**config.mk**
```make
export PLATFORM = sky130hd
export DESIGN_NAME = counter_up_down_mod
export DESIGN_NICKNAME = d
export VERILOG_FILES = /design/src/rtl/counter_up_down_mod.sv
export SDC_FILE = /design/constraint.sdc
export NUM_CORES = 1
export LEC_CHECK = 0
export CORE_MARGIN = 4
export CORE_UTILIZATION = 50
export DETAILED_ROUTE_END_ITERATION = 12
export GPL_TIMING_DRIVEN = 0
export MAX_ROUTING_LAYER = met4
export PLACE_DENSITY_LB_ADDON = 0.1
export SYNTH_ARGS = -nofsm -noshare
export SYNTH_HDL_FRONTEND = slang
export SYNTH_SLANG_ARGS = --single-unit
```
**constraint.sdc**
```tcl
create_clock -name clk -period 3 [get_ports clk]
set_input_delay 0.3 -clock clk [delete_from_list [all_inputs] [get_ports clk]]
set_output_delay 0.3 -clock clk [all_outputs]
set_load 0.02 [all_outputs]
```
**src/rtl/counter_up_down_mod.sv**
```systemverilog
// Modulo-(MAX_VAL+1) up/down counter with variable step, parallel load,
// registered terminal-count pulse and combinational limit flags.
// Optional feature: define COUNTER_SATURATE_EN to clamp at 0 / MAX_VAL instead of
// wrapping; tc then pulses after every edge on which a step was clipped.
module counter_up_down_mod #(
    parameter int unsigned WIDTH   = 7,
    parameter int unsigned MAX_VAL = 99,
    parameter int unsigned STEP_W  = 4
) (
    input  logic              clk,
    input  logic              rst,
    input  logic              enable,
    input  logic              direction,
    input  logic              load,
    input  logic [WIDTH-1:0]  load_val,
    input  logic [STEP_W-1:0] step,
    output logic [WIDTH-1:0]  out,
    output logic              tc,
    output logic              at_max,
    output logic              at_min
);

    // One guard bit above the wider of count and step, so out+s and out+mod-s never overflow.
    localparam int unsigned EW = ((WIDTH > STEP_W) ? WIDTH : STEP_W) + 1;

    localparam logic [EW-1:0]    MaxExt = EW'(MAX_VAL);
    localparam logic [EW-1:0]    ModExt = EW'(MAX_VAL + 1);
    localparam logic [WIDTH-1:0] MaxW   = WIDTH'(MAX_VAL);

    if (MAX_VAL < 1 || (64'(MAX_VAL) >> WIDTH) != 64'd0) begin : g_bad_max_val
        $error("MAX_VAL must lie in 1 .. 2**WIDTH-1");
    end

    logic [WIDTH-1:0] out_q, out_d;
    logic             tc_q, tc_d;

    logic [EW-1:0] step_ext;
    logic [EW-1:0] step_eff;
    logic [EW-1:0] out_ext;
    logic [EW-1:0] sum_up;
    logic [EW-1:0] up_next;
    logic [EW-1:0] dn_next;
    logic          up_over;
    logic          dn_under;

    // Effective step and candidate next values for both directions.
    always_comb begin
        step_ext = EW'(step);
        step_eff = (step_ext > MaxExt) ? MaxExt : step_ext;
        out_ext  = EW'(out_q);
        sum_up   = out_ext + step_eff;
        up_over  = sum_up > MaxExt;
        dn_under = step_eff > out_ext;
`ifdef COUNTER_SATURATE_EN
        up_next  = up_over  ? MaxExt : sum_up;
        dn_next  = dn_under ? '0     : out_ext - step_eff;
`else
        up_next  = up_over  ? sum_up - ModExt              : sum_up;
        dn_next  = dn_under ? out_ext + ModExt - step_eff  : out_ext - step_eff;
`endif
    end

    // Next-state selection: load beats enable; tc marks a wrap (or clip) only.
    always_comb begin
        out_d = out_q;
        tc_d  = 1'b0;
        if (load) begin
            out_d = (load_val > MaxW) ? MaxW : load_val;
        end else if (enable) begin
            if (direction) begin
                out_d = WIDTH'(up_next);
                tc_d  = up_over;
            end else begin
                out_d = WIDTH'(dn_next);
                tc_d  = dn_under;
            end
        end
    end

    // State registers with synchronous reset overriding everything else.
    always_ff @(posedge clk) begin
        if (rst) begin
            out_q <= '0;
            tc_q  <= 1'b0;
        end else begin
            out_q <= out_d;
            tc_q  <= tc_d;
        end
    end

    // Outputs and limit flags.
    always_comb begin
        out    = out_q;
        tc     = tc_q;
        at_max = (out_q == MaxW);
        at_min = (out_q == '0);
    end

endmodule

```
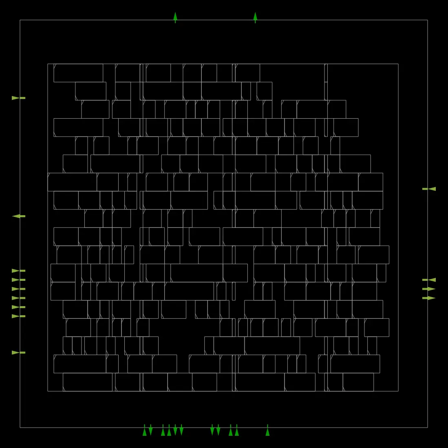
(run_1/final_placement.png)
fin util: 0.684
flop share of the area: 0.0927
Non-Filler Instances: 245
Tapcells: 30
number of cell rows: 18

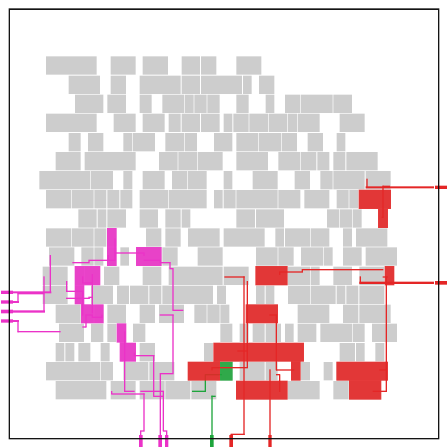
(run_1/port_nets.png)
legend:
  red:
    port: step
    bits: 4
    direction: input
    edge: 2 south, 2 east
    end_cells: 12
    buffers: 4
    wire: 132 um
  green:
    port: at_min
    bits: 1
    direction: output
    edge: south
    end_cells: 1
    buffers: 1
    wire: 12.6 um
  magenta:
    port: load_val
    bits: 7
    direction: input
    edge: 4 west, 3 south
    end_cells: 10
    buffers: 7
    wire: 147 um
I/O pin count: 26
IO Port Bufs: 24

==> results.json, run 1 <==
{
  "crit_arrival_ns": 3.01,
  "dp_hpwl_um": 3210,
  "reg2reg_to": "out[2]",
  "crit_type": "in2reg",
  "syn_avg_cell_area_um2": 7.58,
  "topCellsByArea": "ha_1, dfxtp_1, inv_1, fa_1, a21oi_1",
  "hold_depth": 2,
  "fill_cells": 245,
  "hp-start": "rst",
  "tightest_slew_ns": 0.451,
  "setup-violations-final": 0,
  "vias": 1546,
  "power_density_mw_per_mm2": 383,
  "fin_crit_sh": 0.942,
  "top_area_cell": "ha_1",
  "h-tree-depth": 1,
  "setup_tns_ns": 0,
  "global_route.overflow_total": 0,
  "endpoint": "out[3]",
  "synth-edff-count": 0,
  "final.min_clock_period_ns": 2.83,
  "mostFrequentLayoutCells": "clkdlybuf4s50_1, inv_1, ha_1",
  "final_nets": 255,
  "cp_max_fo": 6,
  "ys_types": 58,
  "r2r_setup_slack_ns": 0.19,
  "cts.sink_count": 8,
  "grt_pass1_wl_um": 6500,
  "r2r-start": "out[1]",
  "synthArstFlopShare": 0,
  "layout.cells.most_common": "clkdlybuf4s50_1",
  "clockBufferDepth": 2,
  "initial_core_util": 0.546,
  "drt-total-wl_um": 4000,
  "ir_worst_vdd_v": 0.000296,
  "drive_gt1_frac": 0.107,
  "maxSlewViolCount": 0,
  "final_area_mm2": 0.00176,
  "numCtsBuffers": 3,
  "start_kind": "primary input",
  "antenna_left": 0,
  "p_total_uw": 673,
  "wire_per_inst_um": 16.3,
  "slew_headroom": 0.699,
  "yosysTopAreaCellShare": 0.169,
  "rsz0062_at_grt": "false",
  "pre_cts_ws_ns": -0.519,
  "core_mm2": 0.00257,
  "syn-instance-count": 185,
  "power.leakage_nw": 0.721,
  "syn_area_mm2": 0.00140,
  "first_global_vias": 1432,
  "flop_cell": "dfxtp_1",
  "placed_cell_area_mm2": 0.00168,
  "hold_viol": 0,
  "ys_seq_frac": 0.114,
  "reg2reg_depth": 12,
  "n_antenna_cell": 0,
  "grt_start_max_net_pins": 11,
  "dr.pass1.iters": 4,
  "holdCritPathClass": "in2reg",
  "ys_cells": 185,
  "place.gp.congestion": 0.950,
  "numSynthFlops": 8,
  "warnings": 36,
  "fin_worst_skew_ns": 0.00572,
  "clock.fmax_ghz": 0.354,
  "fin_ws_ns": 0.174,
  "fp_nets": 223,
  "yosys_warnings": 0,
  "status": "finished, final reports clean",
  "grt_usage": 0.243,
  "cp-end-kind": "flip-flop",
  "cp-startpoint": "step[0]",
  "syn2layout_area_growth_pct": 25.2,
  "cts_tree": "built",
  "drt_iter0_markers": 102,
  "clk_pin_slew_worst_paths_ns": 0.06,
  "synth_chip_area_mm2": 0.00140,
  "die-area_mm2": 0.00372,
  "antenna_found_initial": 0,
  "worstPathRequired_ns": 3.18,
  "cts-root-buf": "clkbuf_4",
  "drc": 0,
  "drv_cap": 0,
  "routed_via_density": 6.31,
  "clk-insertion-delay-late_ns": 0.26
}
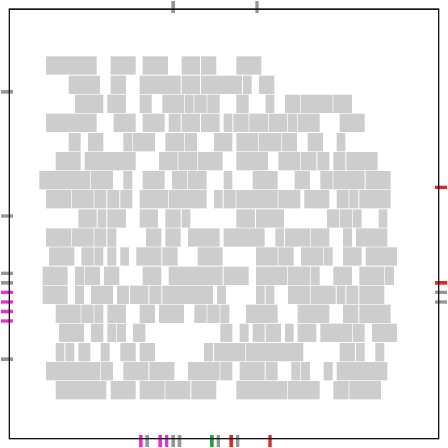
(run_1/pins.png)
Pins as bars across the die edge, other pins in grey.
legend:
  red:
    port: step
    pins: 4
    direction: input
    edge: 2 south, 2 east
  green:
    port: at_min
    pins: 1
    direction: output
    edge: south
  magenta:
    port: load_val
    pins: 7
    direction: input
    edge: 4 west, 3 south
Die Ht: 61.0 um
Die Width: 61.0 um

-- run 1: per-layer routing --
layer  track usage  up-vias  part of all wire
met1         0.301      725              0.41
met3        0.0319        6             0.091
li1              -      749                 -
met2         0.411       66              0.49
met4        0.0650        0            0.0095
met5             -        -                 0
-- run 1: how the worst min path moves through the flow --
stage / to / slack, ns
floorplan: out[0] / 0.50
global placement: out[0] / 0.50
detailed placement: out[0] / 0.52
CTS: out[1] / 0.40
finish: out[1] / 0.40
global route: out[1] / 0.46
-- run 1: logic make-up after synthesis --
| family | count (synthesis) | share of synthesized area |
|---|---|---|
| DFF | 8 | 0.114 |
| AOI/OAI and AO/OA | 54 | 0.281 |
| xor gates and xnor gates | 6 | 0.0375 |
| muxes | 5 | 0.0366 |
| and+or+nand+nor | 64 | 0.240 |
| adders and majority gates | 22 | 0.212 |
| buffers and inverters | 26 | 0.0785 |
-- run 1: synthesized netlist by cell type, drive strengths merged, types with 3 or more instances --
cell type	instances
ha	19
o21ai	7
nand3	7
xnor2	5
buf	4
a211o	3
nor2	11
nor2b	5
a31oi	5
a21oi	11
fa	3
nor3	10
mux2i	4
clkbuf	3
nand2b	4
dfxtp	8
nand2	12
inv	19
-- run 1: sequential cells by signal, indices dropped and copies added, names as in the netlist --
signal,flops
out,7
tc,1
-- run 1: critical path, cell delays in order --
cell and delay [ns]:
clkdlybuf4s50_1 0.44, ha_1 0.24, fa_2 0.41, xor2_2 0.21, ha_2 0.23, nand2_1 0.06
o21ai_1 0.14, a32oi_2 0.09, a41oi_2 0.34, mux2_2 0.39, a31oi_1 0.16
-- run 1: through the flow --
step | std cells | hold slack [ns] | utilization
3_5_place_dp | 239 | 0.521 | 0.654
2_1_floorplan | 185 | 0.500 | -
4_1_cts | 242 | 0.405 | 0.669
5_1_grt | 245 | 0.456 | 0.684
6_report | 245 | 0.399 | 0.684
3_3_place_gp | 239 | 0.504 | 0.654
-- run 1: cell type report --
| cell class | instances | area [um^2] | area share |
|---|---|---|---|
| multi-input combinational | 151 | 1160 | 0.661 |
| clock buffer | 3 | 22.5 | 0.0128 |
| tap | 30 | 37.5 | 0.0214 |
| buffer | 7 | 41.3 | 0.0235 |
| timing repair buffer | 27 | 258 | 0.147 |
| sequential | 8 | 163 | 0.0927 |
| inverter | 19 | 73.8 | 0.0421 |
-- run 1: where the power goes --
| group | switching (mW) | internal (mW) | total [mW] |
|---|---|---|---|
| registers | 0.0199 | 0.119 | 0.139 |
| logic | 0.248 | 0.203 | 0.450 |
| clock network | 0.0375 | 0.0458 | 0.0834 |
-- run 1: repair_timing --
item,4_1_cts,5_1_grt
setup buffers,0,3
gates resized,7,11
endpoints found under the setup margin,4,5
hold endpoints to repair,0,0
hold buffers,0,0
pin swaps,1,4
--- run 2 (diff from run 1) ---
--- a/config.mk
+++ b/config.mk
@@ -7,6 +7,7 @@
 export LEC_CHECK = 0
 export CORE_MARGIN = 4
 export CORE_UTILIZATION = 50
+export CTS_BUF_LIST = sky130_fd_sc_hd__clkbuf_8
 export DETAILED_ROUTE_END_ITERATION = 12
 export GPL_TIMING_DRIVEN = 0
 export MAX_ROUTING_LAYER = met4
==> constraint.sdc (replaced) <==
create_clock -name clk -period 3.29 [get_ports clk]
set_input_delay 0.329 -clock clk [delete_from_list [all_inputs] [get_ports clk]]
set_output_delay 0.329 -clock clk [all_outputs]
set_load 0.02 [all_outputs]
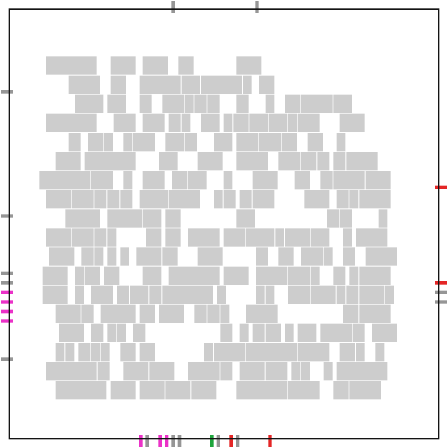
(run_2/pins.png)
Pins as bars across the die edge, other pins in grey.
legend:
  red:
    port: step
    pins: 4
    direction: input
    edge: 2 south, 2 east
  magenta:
    port: load_val
    pins: 7
    direction: input
    edge: 4 west, 3 south
  green:
    port: at_min
    pins: 1
    direction: output
    edge: south
all pins by edge: 11 south, 9 west, 4 east, 2 north

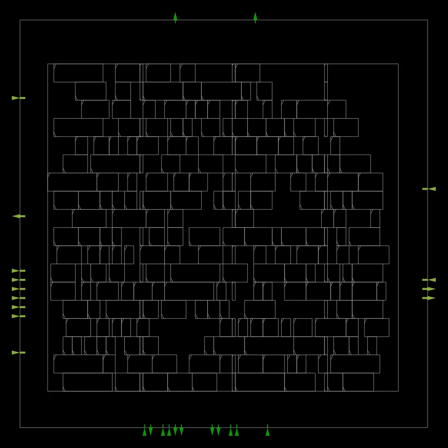
(run_2/final_placement.png)
registers: 8
Filler cells: 245
flop share of the area: 0.0930

==> run 2 against run 1 <==
Against the previous run:
- sequential share of layout area barely moved
- sequential power is 9% lower
- power decreased by 6.4%
- non-clock buffer count is 3 lower
- global-route usage rose by 0.17 points
- combinational power shrank 14%
- register-to-register slack gained 0.09 ns
- clock power grew 38%
- largest power group unchanged
- flip-flop count unchanged
- worst hold slack gained 0.067 ns
- critical path depth stayed put
==> results.json, run 2 <==
{
  "h-tree-depth": 1,
  "initial_core_util": 0.546,
  "mostFrequentLayoutCells": "clkdlybuf4s50_1, ha_1, inv_1",
  "p_int_uw": 357,
  "drc": 0,
  "synthArstFlopShare": 0,
  "fin_crit_sh": 0.948,
  "final_nets": 252,
  "p_sw_uw": 273,
  "ctsHoldBuffers": 0,
  "antenna_left": 0,
  "top_area_cell": "ha_1",
  "yosysTopAreaCellShare": 0.169,
  "dp_hpwl_um": 3210,
  "ys_seq_frac": 0.114,
  "cts-root-buf": "clkbuf_8",
  "numCtsBuffers": 3,
  "hold_viol": 0,
  "crit_type": "in2reg",
  "tightest_slew_ns": 0.465,
  "clock.fmax_ghz": 0.321,
  "drt-total-wl_um": 3940,
  "reg2reg_depth": 12,
  "rsz0062_at_grt": "false",
  "hp-start": "rst",
  "syn-instance-count": 185,
  "global_route.overflow_total": 0,
  "antenna_found_initial": 0,
  "cts.sink_count": 8,
  "clk_pin_slew_worst_paths_ns": 0.04,
  "largest_reg_flops": 7,
  "flop_cell": "dfxtp_1",
  "status": "finished, final reports clean",
  "p_clk_frac": 0.182,
  "fin_hold_ws_ns": 0.465,
  "vias": 1500,
  "cp-end-kind": "flip-flop",
  "clk-insertion-delay-late_ns": 0.22,
  "pre_cts_ws_ns": -0.258,
  "layout.cells.most_common": "clkdlybuf4s50_1",
  "die-width_um": 61.0,
  "synth_chip_area_mm2": 0.00140,
  "power.leakage_nw": 0.720,
  "ys_types": 58,
  "grtUsageMet3": 0.0319,
  "r2r-start": "out[1]",
  "syn_avg_cell_area_um2": 7.58,
  "r2r_setup_slack_ns": 0.28,
  "core_mm2": 0.00257,
  "drive_gt1_frac": 0.0566,
  "wire_per_inst_um": 16.3,
  "yosysMostFrequentCell": "ha_1",
  "holdPathEnd": "out[1]",
  "grt_util_met1": 0.302,
  "start_kind": "primary input",
  "ys_cells": 185,
  "io_buffers": 24,
  "ir_worst_vdd_v": 0.000311,
  "p_total_uw": 630,
  "rows": 18,
  "routed_via_density": 6.20,
  "cts_setup_buffers": 0,
  "die_y_um": 61.0,
  "cts_tree": "built",
  "final.min_clock_period_ns": 3.12,
  "busiest_layer": "met2",
  "warnings": 36,
  "hold_depth": 2,
  "switching_share": 0.433,
  "grtUsageMet2": 0.415,
  "grt_usage": 0.244,
  "maxSlewViolCount": 0,
  "holdCritPathClass": "in2reg",
  "grt_start_max_net_pins": 11,
  "grt_pass1_wl_um": 6570,
  "drt_iter0_markers": 82,
  "fp_nets": 223,
  "syn2layout_area_growth_pct": 22.8,
  "n_antenna_cell": 0,
  "place.gp.congestion": 0.950,
  "yosys_warnings": 0,
  "worstPathRequired_ns": 3.44,
  "setup-violations-final": 0,
  "dr.pass1.iters": 4,
  "combinationalPowerShare": 0.617,
  "syn_area_mm2": 0.00140,
  "top_cells_by_count": "ha_1, inv_1, nand2_1, a21oi_1, nor2_1",
  "io_pins": 26,
  "synth-edff-count": 0,
  "fin_worst_skew_ns": 0.00205,
  "p_seq_frac": 0.201,
  "cp_max_fo": 6,
  "reg2reg_to": "out[2]",
  "numSynthFlops": 8,
  "clockBufferDepth": 2,
  "drv_cap": 0,
  "power_density_mw_per_mm2": 365,
  "slew_headroom": 0.690,
  "first_global_vias": 1444,
  "topCellsByArea": "ha_1, dfxtp_1, inv_1, fa_1, a21oi_1",
  "die-area_mm2": 0.00372,
  "fin_ws_ns": 0.173,
  "crit_arrival_ns": 3.27
}
run 2: critical path, cell delays in order:
cell	delay [ns]
clkdlybuf4s50_1	0.44
ha_1	0.24
fa_1	0.47
xor2_1	0.30
ha_1	0.29
nand2_1	0.07
o21ai_1	0.14
a32oi_2	0.09
a41oi_2	0.34
mux2_2	0.39
a31oi_1	0.17
run 2: cell type report:
class / count / area [um^2] / share of cell area
Timing Repair Buffer: 24 / 241 / 0.140
Tap cell: 30 / 37.5 / 0.0218
Inverter: 19 / 73.8 / 0.0428
Buffer: 7 / 36.3 / 0.0211
Multi-Input combinational cell: 151 / 1130 / 0.657
Sequential cell: 8 / 160 / 0.0930
Clock buffer: 3 / 41.3 / 0.0240
run 2: cell families after synthesis:
group / after synthesis / synth area share
muxes: 5 / 0.0366
and+or+nand+nor: 64 / 0.240
buffers and inverters: 26 / 0.0785
adders and majority gates: 22 / 0.212
AOI/OAI and AO/OA: 54 / 0.281
DFF: 8 / 0.114
xor gates and xnor gates: 6 / 0.0375
run 2: power by group through the flow:
stage	clock [mW]	combinational [mW]	sequential, mW
6_report	0.115	0.389	0.126
5_1_grt	0.122	0.434	0.128
4_1_cts	0.118	0.385	0.126
3_5_place_dp	0	0.382	0.128
3_3_place_gp	0	0.377	0.127
2_1_floorplan	0	0.256	0.136
run 2: stage by stage:
stage	util	setup TNS, ns	cell area [um^2]	cells
finish	0.671	0	1720	242
global route	0.671	0	1720	242
CTS	0.670	0	1720	242
detailed placement	0.654	-0.518	1680	239
global placement	0.654	-0.341	1680	239
floorplan	-	0	1400	185
run 2: what timing repair did:
item | in CTS | in global routing
endpoints found under the setup margin | 1 | 5
resized | 1 | 3
pin swaps | 1 | 1
run 2: layer usage:
| layer | up-vias | wire length [um] | part of all wire |
|---|---|---|---|
| met3 | 4 | 210 | 0.053 |
| met4 | 0 | 27 | 0.0069 |
| met1 | 706 | 1780 | 0.45 |
| met5 | - | 0 | 0 |
| li1 | 741 | - | - |
| met2 | 49 | 1910 | 0.49 |
run 2: worst max-delay path by stage:
stage                        end  depth (start not counted)     from  slack (ns)
after floorplan           out[2]                         12   out[1]        0.44
after detailed placement  out[2]                         14  step[1]       -0.26
final                     out[3]                         11  step[0]        0.17
after global placement    out[2]                         14  step[1]       -0.21
after CTS                 out[2]                         14  step[2]        0.05
after global routing      out[3]                         11  step[0]       0.002
Power figures rest on the tool's default switching activity, not on a simulated workload.
